**config.mk**
```make
export PLATFORM = sky130hd
export DESIGN_NAME = data_change_capture
export DESIGN_NICKNAME = d
export VERILOG_FILES = /design/src/rtl/data_change_capture_pkg.sv /design/src/rtl/capture_fifo.sv /design/src/rtl/data_change_capture.sv
export SDC_FILE = /design/constraint.sdc
export NUM_CORES = 1
export LEC_CHECK = 0
export CAP_MARGIN = 25
export CORE_MARGIN = 2
export CORE_UTILIZATION = 59
export DETAILED_ROUTE_END_ITERATION = 10
export GPL_ROUTABILITY_DRIVEN = 0
export PLACE_DENSITY_LB_ADDON = 0.25
export SLEW_MARGIN = 20
export SYNTH_ARGS = -nofsm -noshare
export SYNTH_HDL_FRONTEND = slang
export SYNTH_HIERARCHICAL = 1
export SYNTH_SLANG_ARGS = --single-unit
```
**constraint.sdc**
```tcl
create_clock -name iClk -period 9.4 [get_ports iClk]
set_input_delay 0.94 -clock iClk [delete_from_list [all_inputs] [get_ports iClk]]
set_output_delay 0.94 -clock iClk [all_outputs]
set_load 0.05 [all_outputs]
```
**src/rtl/data_change_capture_pkg.sv**
```systemverilog
// Shared defaults and the queued entry record for the data change capture block.
package data_change_capture_pkg;

    localparam int DATA_W_DEF = 32;
    localparam int TS_W_DEF   = 16;
    localparam int DEPTH_DEF  = 8;
    localparam int DROP_W     = 8;

    typedef struct packed {
        logic [DATA_W_DEF-1:0] data;
        logic [TS_W_DEF-1:0]   ts;
    } entry_t;

endpackage

```
**src/rtl/capture_fifo.sv**
```systemverilog
// First-word fall-through FIFO; head word is read straight from storage and forced to 0 when empty.
module capture_fifo #(
    parameter  int WIDTH = 48,
    parameter  int DEPTH = 8,
    localparam int AW    = $clog2(DEPTH)
) (
    input  logic             iClk,
    input  logic             iRst,
    input  logic             iPush,
    input  logic [WIDTH-1:0] iPushData,
    input  logic             iPop,
    output logic             oFull,
    output logic             oEmpty,
    output logic [AW:0]      oCount,
    output logic [WIDTH-1:0] oHeadData
);

    logic [WIDTH-1:0] r_mem [DEPTH];
    logic [AW:0]      r_wr_ptr;
    logic [AW:0]      r_rd_ptr;
    logic             w_empty;
    logic             w_full;
    logic             w_do_pop;
    logic             w_do_push;

    // Pointers carry one extra bit so full and empty are distinguishable when indices match.
    assign w_empty   = (r_wr_ptr == r_rd_ptr);
    assign w_full    = (r_wr_ptr[AW] != r_rd_ptr[AW]) &&
                       (r_wr_ptr[AW-1:0] == r_rd_ptr[AW-1:0]);
    assign w_do_pop  = iPop && !w_empty;
    assign w_do_push = iPush && (!w_full || w_do_pop);

    always_ff @(posedge iClk or posedge iRst) begin
        if (iRst) begin
            r_wr_ptr <= '0;
            r_rd_ptr <= '0;
        end else begin
            if (w_do_push) r_wr_ptr <= r_wr_ptr + 1'b1;
            if (w_do_pop)  r_rd_ptr <= r_rd_ptr + 1'b1;
        end
    end

    // NOTE: storage has no reset; the pointers alone decide what is valid, so a reset array would only cost flops.
    always_ff @(posedge iClk) begin
        if (w_do_push) r_mem[r_wr_ptr[AW-1:0]] <= iPushData;
    end

    assign oFull     = w_full;
    assign oEmpty    = w_empty;
    assign oCount    = r_wr_ptr - r_rd_ptr;
    assign oHeadData = w_empty ? '0 : r_mem[r_rd_ptr[AW-1:0]];

endmodule

```
**src/rtl/data_change_capture.sv**
```systemverilog
// Captures {data, timestamp} into a FIFO whenever the enabled input word changes; counts drops on overflow.
module data_change_capture
    import data_change_capture_pkg::*;
#(
    parameter  int DATA_W = DATA_W_DEF,
    parameter  int TS_W   = TS_W_DEF,
    parameter  int DEPTH  = DEPTH_DEF,
    localparam int CNT_W  = $clog2(DEPTH) + 1
) (
    input  logic              iClk,
    input  logic              iRst,
    input  logic [DATA_W-1:0] iData,
    input  logic              iEn,
    input  logic              iClr,
    output logic              oValid,
    input  logic              iReady,
    output logic [DATA_W-1:0] oData,
    output logic [TS_W-1:0]   oTs,
    output logic [CNT_W-1:0]  oCount,
    output logic              oOverflow,
    output logic [DROP_W-1:0] oDropCnt
);

    logic [TS_W-1:0]        r_ts;
    logic [DATA_W-1:0]      r_prev;
    logic                   r_first;
    logic                   r_overflow;
    logic [DROP_W-1:0]      r_drop_cnt;
    logic                   w_change;
    logic                   w_full;
    logic                   w_empty;
    logic                   w_pop;
    logic                   w_push;
    logic                   w_drop;
    logic [DATA_W+TS_W-1:0] w_head;

    assign w_change = iEn && (r_first || (iData != r_prev));
    assign w_pop    = iReady && !w_empty;
    assign w_push   = w_change && (!w_full || w_pop);
    assign w_drop   = w_change && w_full && !w_pop;

    // r_first is re-armed by every disabled cycle, so each enable episode captures its first sample.
    always_ff @(posedge iClk or posedge iRst) begin
        if (iRst) begin
            r_ts    <= '0;
            r_prev  <= '0;
            r_first <= 1'b1;
        end else begin
            r_ts    <= r_ts + TS_W'(1);
            r_first <= !iEn;
            if (iEn) r_prev <= iData;
        end
    end

    always_ff @(posedge iClk or posedge iRst) begin
        if (iRst) begin
            r_overflow <= 1'b0;
            r_drop_cnt <= '0;
        end else if (w_drop) begin
            r_overflow <= 1'b1;
            if (iClr)
                r_drop_cnt <= DROP_W'(1);
            else if (r_drop_cnt != '1)
                r_drop_cnt <= r_drop_cnt + DROP_W'(1);
        end else if (iClr) begin
            r_overflow <= 1'b0;
            r_drop_cnt <= '0;
        end
    end

    capture_fifo #(
        .WIDTH (DATA_W + TS_W),
        .DEPTH (DEPTH)
    ) u_fifo (
        .iClk      (iClk),
        .iRst      (iRst),
        .iPush     (w_push),
        .iPushData ({iData, r_ts}),
        .iPop      (w_pop),
        .oFull     (w_full),
        .oEmpty    (w_empty),
        .oCount    (oCount),
        .oHeadData (w_head)
    );

    assign oValid        = !w_empty;
    assign {oData, oTs}  = w_head;
    assign oOverflow     = r_overflow;
    assign oDropCnt      = r_drop_cnt;

endmodule

```
==> qor.txt <==
top cells, area - edfxtp_1 65%, mux4_2 12%, dfrtp_1 9.2%
slew of the pin with the lowest slew margin - 1.01 ns
Die H - 177 um
cell area power density - 355 mW/mm^2
fmax - 185 MHz
Relative slew margins - 32.3%
worst vdd ir - 519 uV
Critical-path top delay cell - dfrtp_4
final core utilization - 69.4%
grt ovf - 0
Row Count - 63
Pre-antenna DRT Iters - 5
drc violations - 0
Yosys chip area - 0.0177 sq mm
post-detail-place hpwl - 18,300 um
post-CTS sizing - 0
tool warnings - 26
final WL - 33,800 um
chip area - 0.0315 sq mm
CP Capture Type - output pin
Setup TNS - 0 ns
main flop type - edfxtp_1
n_diodes - 0
die width - 177 um
outcome - finished, final reports clean
Area growth, synth to finish - 16.0%
Max Root-Sink Buffers - 3
Yosys Instances - 851
leakage - 7.00 nW
Post-Syn Area - 0.0177 sq mm
largest net degree at the start of global routing - 54
worst hold path type - reg -> reg
RSZ-0062 raised after global routing - false
asr flop ratio synth - 14.7%
CP max stage delay - 0.94 ns
final setup margin - 3.99 ns
vias in the first global route - 9,068
Initial Util - 59.9%
reg2reg path depth - 10
Yosys Warn Count - 6
max-cap violations - 0
area share of the largest cell type after synthesis - 65.0%
Cells after Synth - 851
total core area - 0.0296 sq mm
I/O Buffers - 98
htree depth - 2
Num Clock Sinks - 450
Syn Nets - 896
worst path cell trace - inv_1 > ha_1 > nand3_1 > nand2b_2 > inv_2 > nor2_4 > buf_4 > a22o_1 > clkdlybuf4s50_1
post-synth top area cell - edfxtp_1
worst skew pair latency - 0.53 ns
fin crit share - 57.6%
postcts setup bufs - 0
Setup crit start kind - flop
syn_area_per_cell - 20.8 sq um
Crit path arrival time - 4.47 ns
Layout Nets - 1,019
Synth cell types - 44
register share after synthesis - 74.3%
routed len/inst - 24.2 um
Final Critical Period - 5.41 ns
Commonest cells post-synth - 384 x edfxtp_1, 96 x mux4_2, 65 x dfrtp_1, 48 x a22o_1, 34 x xor2_1
root buffer cell - clkbuf_16
drt initial violations - 713
Place WS - 4.53 ns
Setup CP Type - reg -> out
count leader, synth - edfxtp_1
antenna-violating nets left - 0
Layout Skew - 0.0116 ns
initial antenna violation count - 0
fillcell total - 1,856
num ports - 99
via count - 8,469
Worst-path clk slew - 0.06 ns
Hold Crit Depth - 1
Final setup viols - 0
hold buffer count at CTS - 0
critical-path maximum fanout - 49
Worst EP required - 8.46 ns
EDFF count, synth - 384
layout make-up:
type                       instances  area, sq um  area share [%]
tap                              390          488            2.37
timing repair buffer             116         1110            5.39
clock inverter                    27          262            1.27
multi-input combinational        346         4280            20.8
inverter                          16         60.1           0.292
clock buffer                      53         1180            5.72
sequential                       450        13200            64.1
power breakdown:
| part | switching (mW) | internal [mW] | total [mW] |
|---|---|---|---|
| logic | 1.80 | 1.12 | 2.92 |
| clock network | 0.704 | 1.03 | 1.73 |
| registers | 0.158 | 2.49 | 2.64 |
| total | 2.67 | 4.64 | 7.30 |
worst max-delay path: cells and delay by family (launching register included):
family / cells / cell delay (ns)
adders and majority gates: 1 / 0.31
buffers and inverters: 4 / 1.52
AOI/OAI and AO/OA: 1 / 0.29
DFF: 1 / 0.94
and+or+nand+nor: 3 / 0.84
cells in the final DEF, fill, tap and decap left out, types with 3 or more instances in the layout:
cell type and count:
clkbuf_16 45, clkdlybuf4s50_1 97, nand4_1 11, nor2_4 4, mux2_2 33, nor2b_1 5, xnor2_1 20, bufinv_16 5
xor2_1 34, clkbuf_1 6, buf_4 17, mux4_2 96, nor2_1 13, clkinv_1 9, clkinv_2 9, nand2b_1 4
and3_1 3, dfrtp_1 63, inv_1 14, a22o_1 48, nand3_1 13, mux2_4 5, nand2_1 9, nor3_1 4
nor3_2 9, edfxtp_1 384, ha_1 7, nor4_1 6
sequential cells by signal, indices dropped and copies added, names as in the netlist:
| register | cells |
|---|---|
| r_first | 1 |
| r_ts | 16 |
| u_fifo/r_rd_ptr | 4 |
| oOverflow | 1 |
| u_fifo/r_mem | 384 |
| u_fifo/r_wr_ptr | 4 |
| oDropCnt | 8 |
| r_prev | 32 |
stage by stage:
| step | instances | instance area (sq um) | total power [mW] | hold WS (ns) |
|---|---|---|---|---|
| 2_1_floorplan | 851 | 17700 | 4.78 | 0.492 |
| 3_3_place_gp | 1317 | 19100 | 5.59 | 0.510 |
| 3_5_place_dp | 1317 | 19100 | 5.63 | 0.517 |
| 4_1_cts | 1397 | 20600 | 7.38 | 0.530 |
| 6_report | 1398 | 20600 | 7.30 | 0.530 |
| 5_1_grt | 1398 | 20600 | 7.59 | 0.539 |
layer usage:
layer	share of wire [%]	vias to the layer above	routed length, um	GRT usage [%]
li1	-	3714	-	-
met1	42	4452	14300	31.4
met2	51	253	17100	37.4
met3	5.2	50	1750	3.15
met4	1.8	0	596	5.40
met5	0	-	0	0
cells by family after synthesis:
logic type | Yosys count | share of synthesized area (%)
DFF | 450 | 74.3
AOI/OAI and AO/OA | 56 | 2.68
and+or+nand+nor | 91 | 2.96
muxes | 136 | 14.8
adders and majority gates | 8 | 0.607
xor gates and xnor gates | 55 | 2.76
buffers and inverters | 55 | 1.85
path summary, 6_finish.rpt:
check	from	endpoint	slack [ns]
setup / recovery	u_fifo/r_rd_ptr[1]	oTs[2]	3.99
hold / removal	r_prev[9]	r_prev[9]	0.53
setup reg to reg	u_fifo/r_rd_ptr[1]	u_fifo/r_mem[0][30]	5.02
hold reg to reg	r_prev[9]	r_prev[9]	0.53
max in group asynchronous	iRst	r_first	7.65
min in group asynchronous	iRst	u_fifo/r_wr_ptr[1]	0.72
Figure 1. Routing congestion.
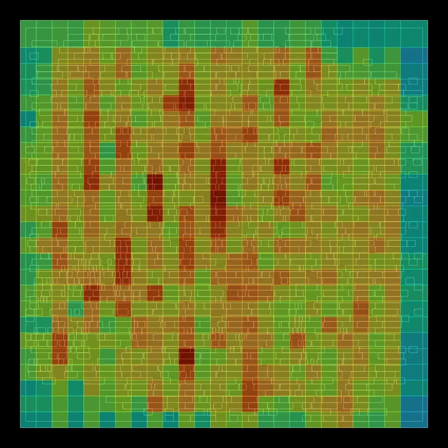
M3 GR Usage: 3.15%
grt met1 use: 31.4%
Total GRT Usage: 22.2%

Figure 2. Signal wires by layer.
(2 px per um)
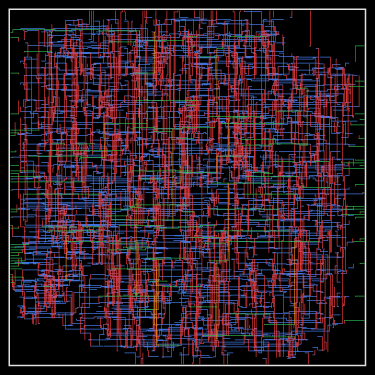
met1: drawn in blue, wire length 14,300 um. met2: drawn in red, wire length 17,100 um. met4: drawn in orange, wire length 596 um. met3: drawn in green, wire length 1,750 um.

Figure 3. Clock network drawn from the DEF.
(1.5 px per um)
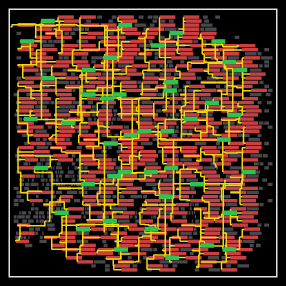
cells driving clock nets: drawn in green, count 44. flip-flops: drawn in red, count 450. clock wires: drawn in yellow, length 4,630 um.
Position of the flops: widely spread. There are 45 routed clock nets.

Figure 4. Metal 4.
(2 px per um)
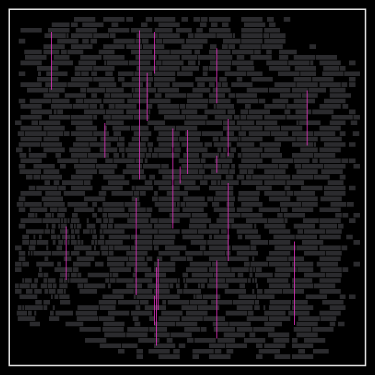
The longest straight run is 74.1 um. 10 nets have wire on it. The layer carries 596 um of wire. The layer holds 1.8% of the routed length. The wires run mostly vertical.

Figure 5. Zoomed window.
Window x 123 to 143, y 34 to 54 um. Cells in grey, sequential cells in the stronger grey; small squares are vias.
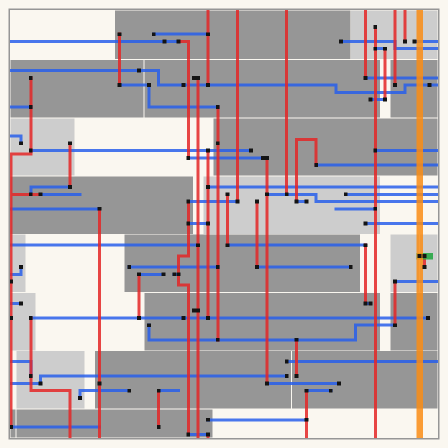
met4: drawn in orange. met3: drawn in green. met2: drawn in red. met1: drawn in blue.
16 logic cells have their middle in the window. Sequential cells in the window: 10. Netlist names of flops here include u_fifo/r_mem (6), r_ts (4). Most frequent: edfxtp_1 (6), dfrtp_1 (4), nand2_1 (2).

Power and IR drop assume default switching activity.
